<file path="src/rtl/sio_phy_pkg.sv">
// Shared constants and types for the SIO differential pad front-end model.
// The sample word is the line XORed with a fixed polarity mask.
package sio_phy_pkg;

  localparam int NIB_W  = 4;
  localparam int NSMP_W = 8;

  localparam logic [NSMP_W-1:0] IDLE_LINE = 8'hFF;
  localparam logic [NSMP_W-1:0] SMP_POL   = 8'hAA;
  localparam logic [NSMP_W-1:0] IDLE_O    = 8'h55;
  localparam logic [1:0]        IDLE_BITS = 2'b11;

  typedef struct packed {
    logic             t;
    logic [NIB_W-1:0] td;
  } tx_nib_t;

  typedef enum logic [1:0] {
    SER_IDLE,
    SER_H0,
    SER_H1
  } ser_st_e;

  // Two line bits per cycle, each held for half of the sample instants.
  function automatic logic [NSMP_W-1:0] bits_to_line(input logic [1:0] b);
    return {{(NSMP_W/2){b[1]}}, {(NSMP_W/2){b[0]}}};
  endfunction

endpackage

</file>
<file path="src/rtl/sio_phy_oversample.sv">
// Two-stage receive pipeline: raw line captured, then polarity-corrected
// so odd (complement receiver) bits come out inverted.
module sio_phy_oversample
  import sio_phy_pkg::*;
#(
  parameter int NSMP = NSMP_W
) (
  input  logic            clk_i,
  input  logic            rst_i,
  input  logic [NSMP-1:0] line_i,
  output logic [NSMP-1:0] o_o
);

  logic [NSMP-1:0] line_q, o_q;

  always_ff @(posedge clk_i) begin
    if (rst_i) begin
      line_q <= IDLE_LINE;
      o_q    <= IDLE_O;
    end else begin
      line_q <= line_i;
      o_q    <= line_q ^ SMP_POL;
    end
  end

  assign o_o = o_q;

endmodule

</file>
<file path="config.mk">
export PLATFORM = sky130hd
export DESIGN_NAME = sio_phy_oversample
export DESIGN_NICKNAME = d
export VERILOG_FILES = /design/src/rtl/sio_phy_pkg.sv /design/src/rtl/sio_phy_oversample.sv
export SDC_FILE = /design/constraint.sdc
export NUM_CORES = 1
export LEC_CHECK = 0
export ABC_AREA = 1
export CORE_AREA = 2 2 39 41
export CTS_CLUSTER_DIAMETER = 150
export DETAILED_ROUTE_END_ITERATION = 10
export DIE_AREA = 0 0 41 43
export PLACE_DENSITY = 0.75
export SYNTH_ARGS = -nofsm -noshare
export SYNTH_HDL_FRONTEND = slang
export SYNTH_SLANG_ARGS = --single-unit
</file>
<file path="constraint.sdc">
create_clock -name clk_i -period 0.8 [get_ports clk_i]
set_input_delay 0.16 -clock clk_i [delete_from_list [all_inputs] [get_ports clk_i]]
set_output_delay 0.16 -clock clk_i [all_outputs]
set_load 0.01 [all_outputs]
</file>
Fig. 1: run 1, PDN straps and rails
Scale bar: 10 um. Pins as bars on the die edge.
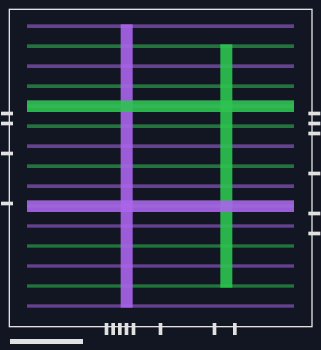
- green: VDD
- purple: VSS
- met1 rails: 15
- met5 straps: 2
- signal pins: 18

Fig. 2: run 1, cell classes on the final placement
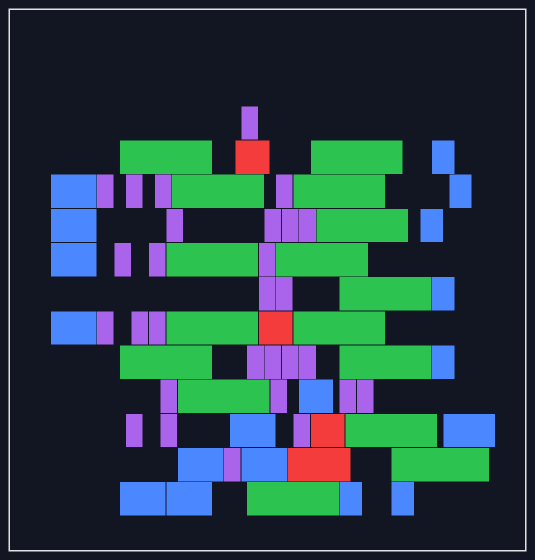
- blue: other buffers and delay cells (cells 18; share of their area 24%)
- purple: all other logic (cells 29; share of their area 18%)
- green: flip-flops (cells 16; share of their area 53%)
- red: clock drivers and dummy loads (cells 4; share of their area 5.9%)

Fig. 3: run 1, clock network drawn from the DEF
Scale bar: 10 um.
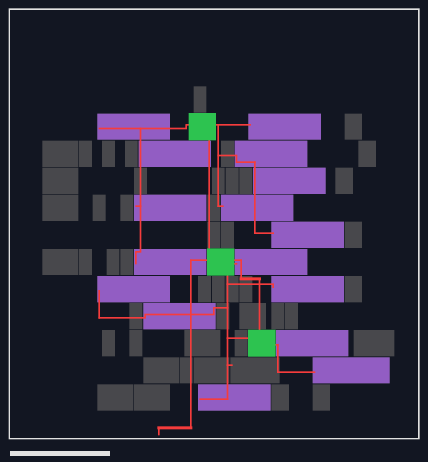
- purple: flip-flops (count 16)
- red: clock wires (length 151 um)
- green: cells driving clock nets (count 3)
- routed clock nets: 4

==> impl_metrics.yaml, run 1 <==
# yosys + openroad results
status:
  status: "finished, violations left"
  failed_checks: "setup timing"
drt:
  drt_iter0_markers: 2
  vias_per_cell: 3.71
  dr.pass1.iters: 2
  wirelength_um: 552
  vias: 308
  routedWlPerCell_um: 6.65
  ant_nets: 0
  route.detailed.drc: 0
logic_synthesis:
  syn_inst: 46
  area_leaders: "dfxtp_1 (73%), inv_1 (10%), nand2_1 (10%), nor2_1 (3.4%), buf_6 (2.6%)"
  synthDistinctLibCells: 6
  yosys.stat.seqShare_pct: 72.7
  yosysTopAreaCell: "dfxtp_1"
  yosysChipArea_um2: 440
  netlist_area_um2: 440
  synth_flops: 16
  synth_top_area_share_pct: 72.7
  avgSynthCellArea_um2: 9.57
  syn_nets: 56
  yosys-stat-cells: 46
  ys_warn_count: 0
timing:
  skew_ns: 0.00163
  slew_headroom_pct: 89.0
  finalHoldViolations: 0
  fin_crit_sh_pct: 108
  setup_violations: 8
  setup_ws_ns: -0.0663
  setup_tns_ns: -0.494
  finalMaxSlewViolations: 0
  max_freq_ghz: 1.15
  tightest_slew_ns: 0.164
  rsz0062_at_grt: "yes"
  finalCriticalPeriod_ns: 0.866
critical_path:
  crit_path_cell_trace: "buf_2"
  crit_path_end_kind: "primary output"
  worst_path_largest_cell_delay_ns: 0.31
  path_class: "reg -> out"
  worst_ep_arrival_time_ns: 0.71
  path_buffers: 1
  cp_top_family: "flip-flops"
  cp.required_ns: 0.64
  crit_fanout: 1
  worst_setup_path_start_kind: "register"
  crit_slowest_cell: "dfxtp_1"
pwr:
  cellLeakagePower_nw: 0.334
  ir_worst_vdd_mv: 0.918
  power_density_mw_per_mm2: 2300
finish:
  antenna_cells: 0
  layout.nets: 78
  lay_top_cells: "dfxtp_1 (15), inv_1 (12), nand2_1 (12)"
  areaGrowthSynthToFinish_pct: 43.2
  drive_above_1_share_pct: 22.4
  lay_top_count: "dfxtp_1"
  utilization_pct: 45.6
global_route:
  grt_max_degree: 13
  grt_pass1_vias: 286
  gr-total-overflow: 0
  antenna_found_initial: 0
  grt_usage_pct: 9.54
  grt_first_pass_wirelength_mm: 1.09
floorplan:
  die_y_um: 43
  die_w_um: 41
  die_area_mm2: 0.00176
  core.rowCount: 14
  top_level_ports: 18
  core_area_mm2: 0.00138
  initCoreUtil_pct: 31.8
clocking:
  clk_path_buf_depth: 2
  path_clk_slew_ns: 0.09
  cts_max_level: 1
  cts_root_buf: "clkbuf_4"
  post_cts_buffers: 0
  clock-sinks: 16
  numCtsBuffers: 3
  cts_tree: "built"
  clock.latency.late_pin_ns: 0.27
job:
  maxCapViolations: 0
  warnings: 28
place:
  port_buffers: 17
  place.gp.congestion: 0.596
  detailed_place_hpwl_um: 415
hold_path:
  min-delay-path-class: "reg -> reg"
## run 1: cell usage after synthesis
cell	instances
buf_6	1
dfxtp_1	16
inv_1	12
inv_2	1
nand2_1	12
nor2_1	4
## run 1: area by class of cell
type | instances | area [um2]
fill | 140 | 753
sequential | 16 | 322
multi-input combinational | 16 | 60.1
timing repair buffer | 18 | 144
clock buffer | 4 | 36.3
tap | 16 | 20.0
inverter | 13 | 48.8
## run 1: metrics by stage
step / cell area [um2] / cells / power (mW) / worst slack [ns] / hold slack [ns]
floorplan: 440 / 46 / 0.904 / 0.309 / 0.227
global placement: 627 / 79 / 0.982 / -0.191 / 0.370
detailed placement: 627 / 79 / 0.984 / -0.202 / 0.377
CTS: 623 / 83 / 1.48 / -0.0855 / 0.389
global route: 631 / 83 / 1.53 / -0.114 / 0.406
finish: 631 / 83 / 1.45 / -0.0663 / 0.389
## run 1: final timing paths
check                  from      to  slack [ns]  cells after the start
hold reg to reg   line_q[3]  o_o[3]        0.39                      1
setup / recovery     o_o[7]  o_o[7]       -0.07                      1
hold / removal    line_q[3]  o_o[3]        0.39                      1
setup reg to reg  line_q[6]  o_o[6]        0.31                      2
## run 1: timing repair
item,in CTS,in global routing
gates cloned,0,0
gates resized,32,2
hold buffers,0,0
setup endpoints to repair,8,8
## run 1: where the power goes
part	internal (mW)	leakage (nW)	switching, mW
combinational	0.0657	0.180	0.0431
sequential	0.833	0.133	0.00852
clock	0.277	0.0210	0.226
total	1.18	0.334	0.277
## run 1: metal layers
layer | wire length [um] | GRT usage, % | vias up
met5 | 0 | 0 | -
met4 | 0 | 10.0 | 0
met3 | 48 | 1.57 | 0
met2 | 291 | 13.8 | 14
met1 | 212 | 10.7 | 126
li1 | - | - | 168
## run 1: registers in the layout, indices dropped and copies added, names as in the netlist
register  count
line_q        8
o_o           8
## run 1: cell families (layout without fill, tap and decap cells)
group,count (synthesis),count (layout),share of synthesized area [%]
buf+inv,14,35,13.6
flops,16,16,72.7
simple gates,16,16,13.6
## Run 2: what changed since run 1
--- a/config.mk
+++ b/config.mk
@@ -6,11 +6,12 @@
 export NUM_CORES = 1
 export LEC_CHECK = 0
 export ABC_AREA = 1
-export CORE_AREA = 2 2 39 41
+export CORE_AREA = 4 4 41 43
 export CTS_CLUSTER_DIAMETER = 150
 export DETAILED_ROUTE_END_ITERATION = 10
-export DIE_AREA = 0 0 41 43
+export DIE_AREA = 0 0 45 47
 export PLACE_DENSITY = 0.75
 export SYNTH_ARGS = -nofsm -noshare
 export SYNTH_HDL_FRONTEND = slang
 export SYNTH_SLANG_ARGS = --single-unit
+export TNS_END_PERCENT = 10
Fig. 4: run 2, clock network drawn from the DEF
Scale bar: 10 um.
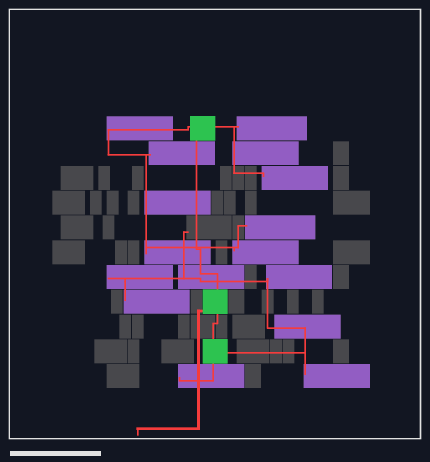
- green: cells driving clock nets (count 3)
- red: clock wires (length 162 um)
- purple: flip-flops (count 16)
- routed clock nets: 4

Fig. 5: run 2, cell classes on the final placement
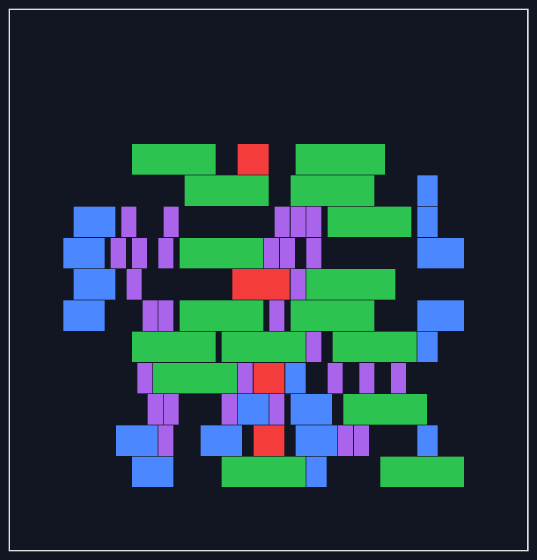
- red: clock drivers and dummy loads (cells 4; share of their area 5.9%)
- blue: other buffers and delay cells (cells 18; share of their area 24%)
- purple: all other logic (cells 29; share of their area 18%)
- green: flip-flops (cells 16; share of their area 52%)

Fig. 6: run 2, wiring by layer
Scale bar: 10 um.
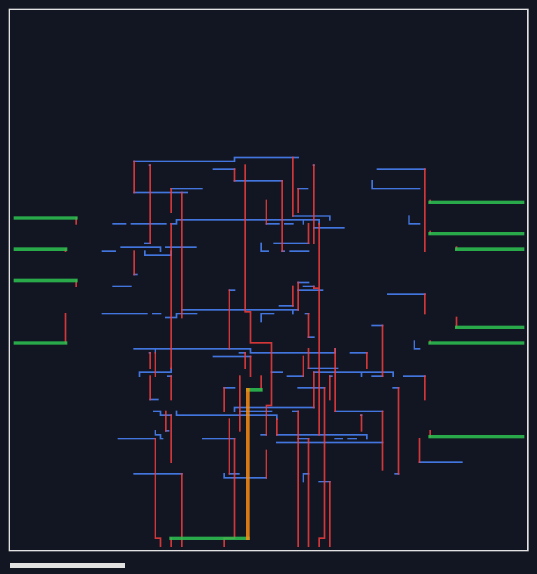
- red: met2 (wire length 271 um)
- blue: met1 (wire length 230 um)
- green: met3 (wire length 70.8 um)
- orange: met4 (wire length 12.9 um)

==> impl_metrics.yaml, run 2 <==
# yosys + openroad results
timing:
  setup_violations: 8
  tightest_slew_ns: 0.176
  rsz0062_at_grt: "yes"
  fin_crit_sh_pct: 108
  setup_ws_ns: -0.0667
  finalHoldViolations: 0
  slew_headroom_pct: 88.3
  max_freq_ghz: 1.15
  skew_ns: 0.00117
  finalMaxSlewViolations: 0
  finalCriticalPeriod_ns: 0.867
drt:
  vias: 301
  vias_per_cell: 3.67
  route.detailed.drc: 0
  routedWlPerCell_um: 7.13
  dr.pass1.iters: 1
  drt_iter0_markers: 0
  ant_nets: 0
  wirelength_um: 585
clocking:
  post_cts_buffers: 0
  cts_root_buf: "clkbuf_4"
  clock.latency.late_pin_ns: 0.27
  cts_tree: "built"
  cts_max_level: 1
  hold_buffers: 0
  clock-sinks: 16
  clk_path_buf_depth: 2
  numCtsBuffers: 3
  path_clk_slew_ns: 0.08
critical_path:
  worst_path_largest_cell_delay_ns: 0.33
  cp.required_ns: 0.64
  path_buffers: 1
  crit_path_cell_trace: "buf_6"
  reg2reg_to: "o_o[2]"
  cp_top_family: "flip-flops"
  endpoint: "o_o[2]"
  path_class: "reg -> out"
  worst_setup_path_start_kind: "register"
  crit_start: "o_o[2]"
  r2r_cells: 2
  worst_ep_arrival_time_ns: 0.71
  r2r-start: "line_q[2]"
  crit_fanout: 1
  worstSetupPathDepth: 1
  crit_slowest_cell: "dfxtp_2"
  crit_path_end_kind: "primary output"
  ff2ff_setup_slack_ns: 0.30
finish:
  antenna_cells: 0
  layout.nets: 78
  fillers: 137
  utilization_pct: 48.9
  seq_area_um2: 323
  logic_area_um2: 60.1
  lay_top_cells: "dfxtp_1 (14), inv_1 (12), nand2_1 (12)"
  drive_above_1_share_pct: 23.9
  lay_top_count: "dfxtp_1"
  areaGrowthSynthToFinish_pct: 44.6
status:
  status: "finished, violations left"
  failed_checks: "setup timing"
job:
  maxCapViolations: 0
  warnings: 28
place:
  place.gp.congestion: 0.626
  detailed_place_hpwl_um: 453
  pre_cts_slack_ns: -0.189
  port_buffers: 17
floorplan:
  core_area_mm2: 0.00130
  die_w_um: 45
  die_area_mm2: 0.00212
  die_y_um: 47
  initCoreUtil_pct: 33.8
  top_level_ports: 18
  core.rowCount: 13
hold_path:
  hold_start: "line_q[3]"
  min-delay-path-class: "reg -> reg"
global_route:
  grt_usage_pct: 7.17
  gr-total-overflow: 0
  grt_first_pass_wirelength_mm: 1.01
  grt_pass1_vias: 247
  antenna_found_initial: 0
  grt_max_degree: 13
logic_synthesis:
  ff_type: "dfxtp_1"
  netlist_area_um2: 440
  most_common_cell: "dfxtp_1"
  syn_nets: 56
  yosysTopAreaCell: "dfxtp_1"
  area_leaders: "dfxtp_1 (73%), inv_1 (10%), nand2_1 (10%), nor2_1 (3.4%), buf_6 (2.6%)"
  ys_async_sr_fraction_pct: 0
  yosysChipArea_um2: 440
  ys_warn_count: 0
  yosys.stat.seqShare_pct: 72.7
  synth_flops: 16
  syn_inst: 46
  synth_top_area_share_pct: 72.7
  top_cells_by_count: "dfxtp_1 (16), inv_1 (12), nand2_1 (12)"
  edf_count: 0
  avgSynthCellArea_um2: 9.57
  yosys-stat-cells: 46
  synthDistinctLibCells: 6
pwr:
  power_density_mw_per_mm2: 2290
  ir_worst_vdd_mv: 0.861
  cellLeakagePower_nw: 0.338
run 2: cell counts after synthesis:
No cell type changed its count.
run 2: metal layers:
metal	routed length [um]	global-route usage (%)	part of all wire [%]
met5	0	0	0
met4	12	8.77	2.1
met3	70	2.30	12
met2	271	9.89	46
met1	230	7.93	39
run 2: power by group:
| part | total (mW) | internal, mW | switching, mW |
|---|---|---|---|
| combinational | 0.111 | 0.0679 | 0.0428 |
| clock | 0.503 | 0.276 | 0.227 |
| sequential | 0.843 | 0.834 | 0.00886 |
| total | 1.46 | 1.18 | 0.278 |
run 2: what timing repair did:
item | 4_1_cts | 5_1_grt
gates resized | 32 | 4
endpoints found under the setup margin | 8 | 8
hold endpoints to repair | 0 | 0
run 2: cell families (layout without fill, tap and decap cells):
logic type / count (synthesis) / in the layout / share of synthesized area, %
flops: 16 / 16 / 72.7
simple gates: 16 / 16 / 13.6
buf+inv: 14 / 35 / 13.6
run 2: worst min-delay path by stage:
stage / to / slack, ns / cells past startpoint
after global routing: line_q[7] / 0.39 / 3
final: o_o[3] / 0.38 / 1
after global placement: o_o[1] / 0.37 / 1
after floorplan: o_o[1] / 0.23 / 1
after CTS: o_o[1] / 0.39 / 1
after detailed placement: o_o[3] / 0.37 / 1
run 2: cell type report:
cell class / instances / share of cell area [%]
multi-input cells: 16 / 9.43
flip-flops and latches: 16 / 50.7
repair buffers: 18 / 23.6
well taps: 15 / 2.95
clock buffers: 4 / 5.70
inverters: 13 / 7.66
run 2: per-stage QoR:
| stage | hold WS (ns) | instances | TNS [ns] | power [mW] | area [um2] |
|---|---|---|---|---|---|
| CTS | 0.388 | 82 | -0.634 | 1.48 | 622 |
| floorplan | 0.227 | 46 | 0 | 0.904 | 440 |
| detailed placement | 0.373 | 78 | -4.02 | 0.985 | 626 |
| global route | 0.391 | 82 | -0.881 | 1.55 | 637 |
| global placement | 0.370 | 78 | -3.87 | 0.981 | 626 |
| finish | 0.384 | 82 | -0.498 | 1.46 | 637 |
Power figures rest on the tool's default switching activity, not on a simulated workload.
